**config.mk**
```make
export PLATFORM = sky130hd
export DESIGN_NAME = dds_sweep_controller
export DESIGN_NICKNAME = d
export VERILOG_FILES = /design/src/rtl/dds_pkg.sv /design/src/rtl/dds_sweep_regs.sv /design/src/rtl/dds_sweep_controller.sv
export SDC_FILE = /design/constraint.sdc
export NUM_CORES = 1
export LEC_CHECK = 0
export CORE_MARGIN = 2
export CORE_UTILIZATION = 60
export DETAILED_ROUTE_END_ITERATION = 8
export PLACE_DENSITY = 0.84
export SYNTH_ARGS = -nofsm -noshare
export SYNTH_HDL_FRONTEND = slang
export SYNTH_HIERARCHICAL = 1
export SYNTH_SLANG_ARGS = --single-unit
```
**constraint.sdc**
```tcl
create_clock -name clk -period 8.1 [get_ports clk]
set_clock_uncertainty 0.1 [all_clocks]
set_input_delay 1.62 -clock clk [delete_from_list [all_inputs] [get_ports clk]]
set_output_delay 1.62 -clock clk [all_outputs]
set_load 0.02 [all_outputs]
```
**src/rtl/dds_pkg.sv**
```systemverilog
// dds_pkg: shared constants for the DDS sweep controller.
//   - default tuning-word and dwell widths
//   - Avalon register word offsets
//   - CTRL / STATUS bit positions
//   - sweep FSM state encoding
package dds_pkg;

  localparam int PHASE_W_DEF = 10;
  localparam int DWELL_W_DEF = 16;

  localparam logic [2:0] ADDR_CTRL     = 3'd0;
  localparam logic [2:0] ADDR_STATUS   = 3'd1;
  localparam logic [2:0] ADDR_START_TW = 3'd2;
  localparam logic [2:0] ADDR_STOP_TW  = 3'd3;
  localparam logic [2:0] ADDR_STEP_TW  = 3'd4;
  localparam logic [2:0] ADDR_DWELL    = 3'd5;
  localparam logic [2:0] ADDR_CUR_TW   = 3'd6;

  localparam int CTRL_START  = 0;
  localparam int CTRL_ABORT  = 1;
  localparam int CTRL_LOOP   = 2;
  localparam int CTRL_IRQ_EN = 3;

  localparam int STAT_BUSY = 0;
  localparam int STAT_DONE = 1;

  typedef enum logic [1:0] {
    IDLE = 2'd0,
    LOAD = 2'd1,
    RUN  = 2'd2
  } state_t;

endpackage

```
**src/rtl/dds_sweep_regs.sv**
```systemverilog
// dds_sweep_regs: Avalon-MM register file for the sweep controller.
// Ports:
//   clk, rst          system clock, synchronous active-high reset
//   avs_*             Avalon-MM slave (readdata registered, 1-cycle latency)
//   busy, cur_tw      live status from the sequencer (read-only registers)
//   done_set          one-cycle pulse from the sequencer at sweep completion
//   start_pulse       START written (and ABORT not written in the same word)
//   abort_pulse       ABORT written
//   loop_en, start_tw, stop_tw, step_tw, dwell   programmed configuration
//   irq               DONE sticky AND IRQ_EN
module dds_sweep_regs
  import dds_pkg::*;
#(
  parameter int PHASE_W = PHASE_W_DEF,
  parameter int DWELL_W = DWELL_W_DEF
) (
  input  logic               clk,
  input  logic               rst,
  input  logic [2:0]         avs_address,
  input  logic               avs_write,
  input  logic [31:0]        avs_writedata,
  input  logic               avs_read,
  output logic [31:0]        avs_readdata,
  input  logic               busy,
  input  logic [PHASE_W-1:0] cur_tw,
  input  logic               done_set,
  output logic               start_pulse,
  output logic               abort_pulse,
  output logic               loop_en,
  output logic [PHASE_W-1:0] start_tw,
  output logic [PHASE_W-1:0] stop_tw,
  output logic [PHASE_W-1:0] step_tw,
  output logic [DWELL_W-1:0] dwell,
  output logic               irq
);

  logic        wr_ctrl;
  logic        irq_en;
  logic        done;
  logic [31:0] rd_mux;
  logic        unused_wd;

  assign unused_wd = ^avs_writedata[31:DWELL_W];

  // START/ABORT are never stored: they act combinationally on the write
  // cycle so the sequencer enters LOAD on the same edge that takes the write.
  assign wr_ctrl     = avs_write && (avs_address == ADDR_CTRL);
  assign abort_pulse = wr_ctrl && avs_writedata[CTRL_ABORT];
  assign start_pulse = wr_ctrl && avs_writedata[CTRL_START] && !avs_writedata[CTRL_ABORT];

  assign irq = done && irq_en;

  always_comb begin
    rd_mux = '0;
    case (avs_address)
      ADDR_CTRL: begin
        rd_mux[CTRL_LOOP]   = loop_en;
        rd_mux[CTRL_IRQ_EN] = irq_en;
      end
      ADDR_STATUS: begin
        rd_mux[STAT_BUSY] = busy;
        rd_mux[STAT_DONE] = done;
      end
      ADDR_START_TW: rd_mux[PHASE_W-1:0] = start_tw;
      ADDR_STOP_TW:  rd_mux[PHASE_W-1:0] = stop_tw;
      ADDR_STEP_TW:  rd_mux[PHASE_W-1:0] = step_tw;
      ADDR_DWELL:    rd_mux[DWELL_W-1:0] = dwell;
      ADDR_CUR_TW:   rd_mux[PHASE_W-1:0] = cur_tw;
      default:       rd_mux = '0;
    endcase
  end

  always_ff @(posedge clk) begin
    if (rst) begin
      loop_en      <= 1'b0;
      irq_en       <= 1'b0;
      done         <= 1'b0;
      start_tw     <= '0;
      stop_tw      <= '0;
      step_tw      <= '0;
      dwell        <= '0;
      avs_readdata <= '0;
    end else begin
      if (avs_write) begin
        case (avs_address)
          ADDR_CTRL: begin
            loop_en <= avs_writedata[CTRL_LOOP];
            irq_en  <= avs_writedata[CTRL_IRQ_EN];
          end
          ADDR_START_TW: start_tw <= avs_writedata[PHASE_W-1:0];
          ADDR_STOP_TW:  stop_tw  <= avs_writedata[PHASE_W-1:0];
          ADDR_STEP_TW:  step_tw  <= avs_writedata[PHASE_W-1:0];
          ADDR_DWELL:    dwell    <= avs_writedata[DWELL_W-1:0];
          default: ;
        endcase
      end
      // A completion in the same cycle as a W1C keeps DONE set.
      if (done_set) begin
        done <= 1'b1;
      end else if (avs_write && (avs_address == ADDR_STATUS) && avs_writedata[STAT_DONE]) begin
        done <= 1'b0;
      end
      if (avs_read) begin
        avs_readdata <= rd_mux;
      end
    end
  end

endmodule

```
**src/rtl/dds_sweep_controller.sv**
```systemverilog
// dds_sweep_controller: frequency-sweep sequencer for the DDS sine path.
// Steps the accumulator tuning word from START_TW towards STOP_TW by STEP_TW,
// holding each word for max(DWELL,1) cycles, clamping the last step to STOP_TW.
// Ports:
//   clk, rst          system clock, synchronous active-high reset
//   avs_*             Avalon-MM register interface (see dds_sweep_regs)
//   tuning_word       phase increment to the accumulator
//   acc_enable        accumulator advance enable (high in RUN)
//   acc_clear         one-cycle accumulator clear (high in LOAD)
//   sweep_active      sequencer not IDLE
//   irq               level interrupt, DONE & IRQ_EN
module dds_sweep_controller
  import dds_pkg::*;
#(
  parameter int PHASE_W = PHASE_W_DEF,
  parameter int DWELL_W = DWELL_W_DEF
) (
  input  logic               clk,
  input  logic               rst,
  input  logic [2:0]         avs_address,
  input  logic               avs_write,
  input  logic [31:0]        avs_writedata,
  input  logic               avs_read,
  output logic [31:0]        avs_readdata,
  output logic [PHASE_W-1:0] tuning_word,
  output logic               acc_enable,
  output logic               acc_clear,
  output logic               sweep_active,
  output logic               irq
);

  logic               start_pulse;
  logic               abort_pulse;
  logic               loop_en;
  logic [PHASE_W-1:0] start_tw;
  logic [PHASE_W-1:0] stop_tw;
  logic [PHASE_W-1:0] step_tw;
  logic [DWELL_W-1:0] dwell;
  logic               done_set;

  state_t             state;
  state_t             state_nxt;
  logic               load_go;
  logic               advance;

  logic [PHASE_W-1:0] stop_s;
  logic [PHASE_W-1:0] step_s;
  logic [DWELL_W-1:0] dwell_s;
  logic               single_s;
  logic [DWELL_W-1:0] cnt;
  logic [DWELL_W-1:0] cnt_last;
  logic               expire;
  logic               is_final;
  logic [PHASE_W:0]   sum;
  logic [PHASE_W-1:0] next_tw;

  dds_sweep_regs #(
    .PHASE_W (PHASE_W),
    .DWELL_W (DWELL_W)
  ) u_regs (
    .clk           (clk),
    .rst           (rst),
    .avs_address   (avs_address),
    .avs_write     (avs_write),
    .avs_writedata (avs_writedata),
    .avs_read      (avs_read),
    .avs_readdata  (avs_readdata),
    .busy          (sweep_active),
    .cur_tw        (tuning_word),
    .done_set      (done_set),
    .start_pulse   (start_pulse),
    .abort_pulse   (abort_pulse),
    .loop_en       (loop_en),
    .start_tw      (start_tw),
    .stop_tw       (stop_tw),
    .step_tw       (step_tw),
    .dwell         (dwell),
    .irq           (irq)
  );

  assign acc_enable   = (state == RUN);
  assign acc_clear    = (state == LOAD);
  assign sweep_active = (state != IDLE);

  // DWELL of 0 behaves as 1.
  assign cnt_last = (dwell_s == '0) ? '0 : dwell_s - DWELL_W'(1);
  assign expire   = (cnt == cnt_last);
  assign is_final = single_s || (tuning_word == stop_s);

  // Extra carry bit catches wrap past the top of the phase range.
  assign sum     = {1'b0, tuning_word} + {1'b0, step_s};
  assign next_tw = (sum[PHASE_W] || (sum[PHASE_W-1:0] >= stop_s)) ? stop_s : sum[PHASE_W-1:0];

  always_ff @(posedge clk) begin
    if (rst) begin
      state <= IDLE;
    end else begin
      state <= state_nxt;
    end
  end

  always_comb begin
    state_nxt = state;
    load_go   = 1'b0;
    advance   = 1'b0;
    done_set  = 1'b0;
    case (state)
      IDLE: begin
        if (start_pulse) begin
          state_nxt = LOAD;
          load_go   = 1'b1;
        end
      end
      LOAD: state_nxt = RUN;
      RUN: begin
        if (expire) begin
          if (!is_final) begin
            advance = 1'b1;
          end else if (loop_en) begin
            state_nxt = LOAD;
            load_go   = 1'b1;
          end else begin
            state_nxt = IDLE;
            done_set  = 1'b1;
          end
        end
      end
      default: state_nxt = IDLE;
    endcase
    if (abort_pulse && (state != IDLE)) begin
      state_nxt = IDLE;
      load_go   = 1'b0;
      advance   = 1'b0;
      done_set  = 1'b0;
    end
  end

  // Config is shadowed on entry to LOAD, so the word is valid during LOAD itself.
  always_ff @(posedge clk) begin
    if (rst) begin
      tuning_word <= '0;
      stop_s      <= '0;
      step_s      <= '0;
      dwell_s     <= '0;
      single_s    <= 1'b0;
      cnt         <= '0;
    end else begin
      if (load_go) begin
        tuning_word <= start_tw;
        stop_s      <= stop_tw;
        step_s      <= step_tw;
        dwell_s     <= dwell;
        single_s    <= (start_tw >= stop_tw) || (step_tw == '0);
      end else if (advance) begin
        tuning_word <= next_tw;
      end
      if ((state == RUN) && !expire) begin
        cnt <= cnt + DWELL_W'(1);
      end else begin
        cnt <= '0;
      end
    end
  end

endmodule

```
==> notes.md, run 1 <==
impl run done, here's what came out: fin area 8640 um2, antenna cells 0, Post-Route WL 20600 um, Final Net Count 1032, CP bufs+invs 1, dominant register cell dfxtp_1, CP arrival 5.20 ns, CTS max path bufs 2, critical-path maximum fanout 38, area grow syn2layout 13.1%, distinct lib cells 87, CP max stage delay 1.06 ns, most numerous logic cell after layout dfxtp_1, layout cell share with drive strength beyond 1 7.92%, Hold/Removal Path Class flop to flop, FA/HA/MAJ Cells, Area Fraction 5.50%, Final Hold Fails 0, yosys xor share 4.93%, Antenna Nets Post-Route 0, Final setup viols 0, gpl congestion 0.931, WP data required 8.32 ns, slowest cell on the critical path clkdlybuf4s50_1, global-route usage over all layers 31.0%, largest net degree at the start of global routing 60, CP most frequent cell nor2_1, Basic Gates by Area 22.4%, Max IR drop VDD 0.190 mV, fin crit share 61.5%, Synth Register Bits 130, worst-path cell chain clkdlybuf4s50_1 -> nor3_2 -> and2_1 -> nor2_1 -> and3_1 -> and4_1 -> nor2_1 -> a311oi_1, syn_area_per_cell 8.11 um2, Dominant combinational family simple AND/OR/NAND/NOR gates, Chip Area 13600 um2, max-cap viol count 0, insertion delay to the later sink of the worst-skew pair 0.43 ns, RSZ-0062 raised after global routing no, most instantiated logic cells after routing dfxtp_1, nand2_1, a21oi_1, nor2_1, clkdlybuf4s50_1, postcts setup bufs 0, DP Area 8020 um2, Slew Viols, Final 0, Slew Limit Headroom 27.7%, Power Density 181 nW/um2, OpenROAD warnings 42, first-pass GRT wire length 33000 um, worst slew pin tran 1.08 ns, Routed WL per cell 18.0 um, Inserted Clock Buffers 17, Worst Setup End Kind flop, drt first pass iters 5, antenna violations before repair 0, CTS tree done, yosys aoi share 19.7%, WHS 0.373 ns, CTS clk-pin slew, worst paths 0.06 ns, row count 41, Post-synth EDFFs 0, DRC Markers 0, ys async rst share 0%, Fmax 201 MHz, Yosys Warn Count 6, vias per inst 6.14, mapped cell area 7640 um2, clk root buf clkbuf_16, vias in the first global route 6355, Die X 117 um, core area 12500 um2, mux share 5.64%, register area share after synthesis 34.1%, Layout Utilization 69.0%, Leak 0.00319 uW, I/O Buffers 52, CP Class input port to flop, Mapped Cells 942, hold_buf cts 0, HPWL Detailed 14400 um, total vias in the final route 7023, status finished clean, H-tree levels 4, DRT iter0 DRCs 721, clock sink total 130, ys cells 942
[run 1: through the flow]
stage	worst slack (ns)	power, uW	std cells
after floorplan	4.45	733	957
after global placement	2.90	759	1113
after detailed placement	2.83	760	1113
after CTS	3.22	1570	1144
after global routing	2.93	1610	1144
final	3.12	1570	1144
[run 1: metal layers]
metal  vias to the layer above  share of wire (%)  GRT usage [%]
met1                      3278                 44           43.1
met5                         -                  0              0
li1                       3359                  -              -
met3                        60                8.5           7.47
met2                       326                 44           46.2
met4                         0                3.5           13.3
[run 1: registers in the layout (all words and copies together), names as in the netlist]
signal	flops
u_regs/avs_readdata	16
stop_s	10
step_s	10
u_regs/loop_en	1
dwell_s	16
u_regs/dwell	16
u_regs/irq_en	1
u_regs/stop_tw	10
u_regs/step_tw	10
cnt	16
tuning_word	10
u_regs/start_tw	10
single_s	1
state	2
u_regs/done	1
[run 1: logic make-up (layout without fill, tap and decap cells)]
logic type / Yosys count / in the layout
fa+ha+maj: 33 / 33
other cells: 1 / 16
mux: 41 / 41
buf+inv: 110 / 125
simple gates: 340 / 340
compound gates: 244 / 244
flops: 130 / 130
xor+xnor: 43 / 43
[run 1: area by class of cell]
| cell class | instances | area [um2] | share of cell area (%) |
|---|---|---|---|
| multi-input combinational | 717 | 4500 | 52.1 |
| sequential | 130 | 2600 | 30.1 |
| timing repair buffer | 58 | 563 | 6.52 |
| clock buffer | 20 | 447 | 5.17 |
| tap | 172 | 215 | 2.49 |
| clock inverter | 11 | 176 | 2.04 |
| inverter | 36 | 135 | 1.56 |
[run 1: tightest hold or removal path, stage by stage (launching register included)]
cell and delay, ns:
dfxtp_1 0.31, nand3_1 0.06, a21oi_1 0.05
[run 1: Yosys cell counts (3+ instances only)]
cell type  count  area (um2)
nand3_1       50         250
or3_1          3        18.8
a311oi_1       9        78.8
o2111ai_1      3        26.3
and3_1         6        37.5
a31oi_1        6        37.5
buf_4         22         165
mux2i_1       25         250
nor2b_1       11        68.8
buf_2         16        80.1
nand2_1      129         484
nor4_2         3        37.5
nand2b_1      13        81.3
and4_1         5        43.8
clkbuf_8       4        55.1
nand4_1        7        43.8
a32oi_1        4        35.0
xor2_1        20         175
o21ai_0       50         250
mux2_2        16         180
o2111a_1       3        33.8
nor3_1        15        75.1
a21oi_1      108         541
ha_1          32         400
o41ai_1        3        26.3
xnor2_1       23         201
a21o_1         6        45.0
a22o_1         6        52.6
o211ai_1       4        30.0
clkbuf_1      22        82.6
o21a_1         4        30.0
nor2_2         3        18.8
and2_1         3        18.8
dfxtp_1      130        2600
buf_1          4        15.0
or4_1          4        30.0
inv_1         35         131
buf_6          4        45.0
o22ai_1       11        68.8
nor2_1        59         221
nor4_1         6        37.5
[run 1: worst paths after layout]
kind                                startpoint             end  slack (ns)  cells after the start
worst min-delay path                 step_s[6]       step_s[6]        0.37                      2
worst min register to register       step_s[6]       step_s[6]        0.37                      2
worst max register to register      dwell_s[0]  tuning_word[2]        3.75                     10
worst max-delay path            avs_address[2]  tuning_word[2]        3.12                      8
[run 1: power by group]
part	switching (uW)	total (uW)	internal (uW)
sequential	8.06	656	648
clock	293	817	524
combinational	60.4	94.3	33.9
total	361	1570	1210
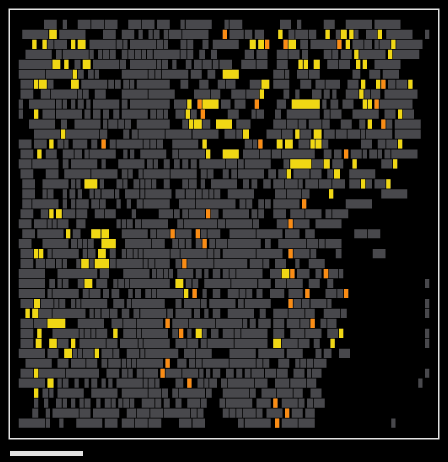
**Above:** run 1 (gate-type map).
Bar = 20 um.
legend:
  nor cells:
    colour: yellow
    cells: 105
    most_used: nor2_1
    where: widely spread
  inv cells:
    colour: orange
    cells: 36
    most_used: inv_1

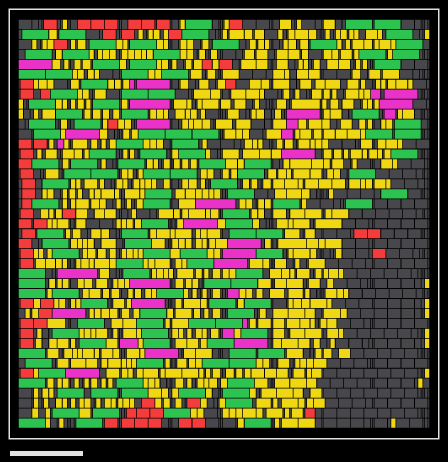
**Above:** run 1 (cell classes on the final placement).
Bar = 20 um. Fill, decap, tap and diode cells in grey.
legend:
  sequential cells:
    colour: green
    cells: 130
  remaining buffers and delay cells:
    colour: red
    cells: 58
  combinational and other logic:
    colour: yellow
    cells: 753
  clock drivers and dummy loads:
    colour: magenta
    cells: 31

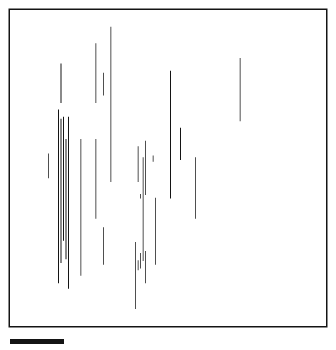
**Above:** run 1 (metal 4).
Bar = 20 um.
share of all routed wire: 3.5%
main direction: vertical
nets with wire on the layer: 22
longest straight run: 63.9 um
wire length on this layer: 721 um

## Run 2: what changed since run 1
--- a/config.mk
+++ b/config.mk
@@ -6,9 +6,9 @@
 export NUM_CORES = 1
 export LEC_CHECK = 0
 export CORE_MARGIN = 2
-export CORE_UTILIZATION = 60
+export CORE_UTILIZATION = 57
 export DETAILED_ROUTE_END_ITERATION = 8
-export PLACE_DENSITY = 0.84
+export PLACE_DENSITY = 0.81
 export SYNTH_ARGS = -nofsm -noshare
 export SYNTH_HDL_FRONTEND = slang
 export SYNTH_HIERARCHICAL = 1
==> constraint.sdc (replaced) <==
create_clock -name clk -period 4.7 [get_ports clk]
set_clock_uncertainty 0.1 [all_clocks]
set_input_delay 0.94 -clock clk [delete_from_list [all_inputs] [get_ports clk]]
set_output_delay 0.94 -clock clk [all_outputs]
set_load 0.02 [all_outputs]
==> notes.md, run 2 <==
impl run done, here's what came out: Antenna Nets Post-Route 0, total vias in the final route 7034, Post-Route WL 20300 um, Synth Register Bits 130, mux share 5.64%, distinct lib cells 87, worst-path cell chain ha_1 -> a21oi_1 -> o211ai_1 -> o41ai_1 -> o21bai_1 -> xor2_1 -> ha_1 -> a211o_1 -> a21oi_1 -> o21ai_0 -> buf_4 -> mux2_2 -> mux2i_1 -> o22ai_1, insertion delay to the later sink of the worst-skew pair 0.42 ns, worst setup margin 0.951 ns, HPWL Detailed 14600 um, antenna cells 0, yosys aoi share 19.7%, drt first pass iters 5, CTS clk-pin slew, worst paths 0.06 ns, global-route usage over all layers 28.4%, vias per inst 6.10, hold_buf cts 0, CTS tree done, fin crit share 79.8%, most instantiated logic cells after routing dfxtp_1, nand2_1, a21oi_1, nor2_1, clkdlybuf4s50_1, Power Density 298 nW/um2, Flop area 2600 um2, CP max stage delay 0.52 ns, critical-path maximum fanout 11, I/O Buffers 52, mapped cell area 7640 um2, Leak 0.00319 uW, Inserted Clock Buffers 17, DRT iter0 DRCs 763, met3 wire length 1710 um, Slew Limit Headroom 44.1%, met1 wire length 8950 um, worst slew pin tran 0.836 ns, yosys xor share 4.93%, Fmax 267 MHz, Post-synth EDFFs 0, Slew Viols, Final 0, vias in the first global route 6417, WP data required 4.86 ns, Synth top cell by count dfxtp_1, clk root buf clkbuf_16, clock sink total 130, status finished clean, clock power share 49.8%, syn_area_per_cell 8.11 um2, DP Area 8070 um2, dominant cells by area after synthesis dfxtp_1, a21oi_1, nand2_1, Final setup viols 0, Top Metal Used met4, sequential power share 43.8%, Final Hold Fails 0, Dominant combinational family simple AND/OR/NAND/NOR gates, pre-CTS setup slack 0.931 ns, MI comb area 4500 um2, area leader, netlist dfxtp_1, H-tree levels 4, largest net degree at the start of global routing 68, R2R setup slack 0.95 ns, area grow syn2layout 13.2%, Worst Setup End Kind flop, fin area 8650 um2, Max IR drop VDD 0.248 mV, Mapped Cells 942, register area share after synthesis 34.1%, ys async rst share 0%, row count 42, ys cells 942, Die X 120 um
-- run 2: cell counts after synthesis --
No cell type changed its count.
-- run 2: worst paths after layout --
path,from,end,cells past startpoint
min reg2reg,step_s[0],step_s[0],2
min,step_s[0],step_s[0],2
max reg2reg,tuning_word[1],tuning_word[4],14
max,tuning_word[1],tuning_word[4],14
-- run 2: area by class of cell --
cell class / instances / share of cell area [%]
Tap cell: 176 / 2.55
Clock inverter: 12 / 1.40
Sequential cell: 130 / 30.1
Timing Repair Buffer: 63 / 7.09
Clock buffer: 20 / 5.28
Inverter: 36 / 1.56
Multi-Input combinational cell: 717 / 52.0
-- run 2: through the flow --
step                std cells  utilization (%)
floorplan                 957                -
global placement         1122             61.4
detailed placement       1122             61.4
CTS                      1154             65.8
global route             1154             65.8
finish                   1154             65.8
-- run 2: power groups by stage --
stage	combinational (uW)	clock (uW)	sequential, uW
global route	176	1340	1130
floorplan	110	0	1150
CTS	161	1290	1130
global placement	159	0	1150
detailed placement	160	0	1150
finish	165	1290	1130
-- run 2: cell families (layout without fill, tap and decap cells) --
kind of cell | Yosys count | count (layout)
buffers and inverters | 110 | 131
AND/OR/NAND/NOR | 340 | 340
multiplexers | 41 | 41
AND-OR/OR-AND | 244 | 244
other | 1 | 16
adder cells (fa/ha/maj) | 33 | 33
XOR/XNOR | 43 | 43
flip-flops | 130 | 130
-- run 2: metal layers --
metal,up-vias,track usage (%)
li1,3355,-
met1,3273,39.2
met2,349,44.4
met3,57,4.85
met4,0,11.6
met5,-,0
-- run 2: tightest hold or removal path, cell delays in order, from the launching register on --
cell     delay [ns]
dfxtp_1        0.32
nand3_1        0.06
a21oi_1        0.05
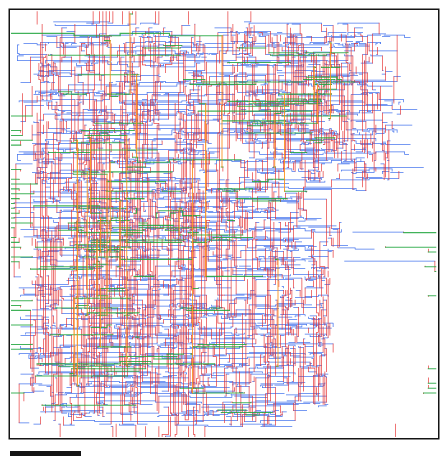
**Above:** run 2 (wiring by layer).
Bar = 20 um.
legend:
  metal 2:
    colour: red
    wire_length: 9010 um
  metal 3:
    colour: green
    wire_length: 1710 um
  metal 4:
    colour: orange
    wire_length: 672 um
  metal 1:
    colour: blue
    wire_length: 8950 um

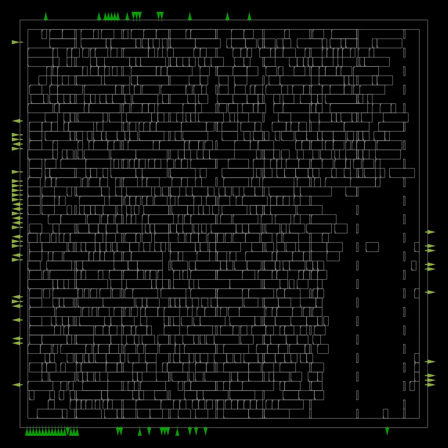
**Above:** run 2 (placement view).
core area: 13100 um2
FFs & Latches: 130
Layout Utilization: 65.8%
Fillers: 1089

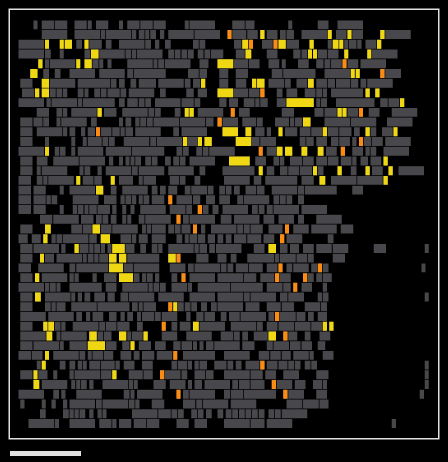
**Above:** run 2 (gate-type map).
Bar = 20 um.
legend:
  inv cells:
    colour: orange
    cells: 36
    most_used: inv_1
  nor cells:
    colour: yellow
    cells: 105
    most_used: nor2_1
    where: widely spread

Power is estimated from default activity; no workload was simulated.
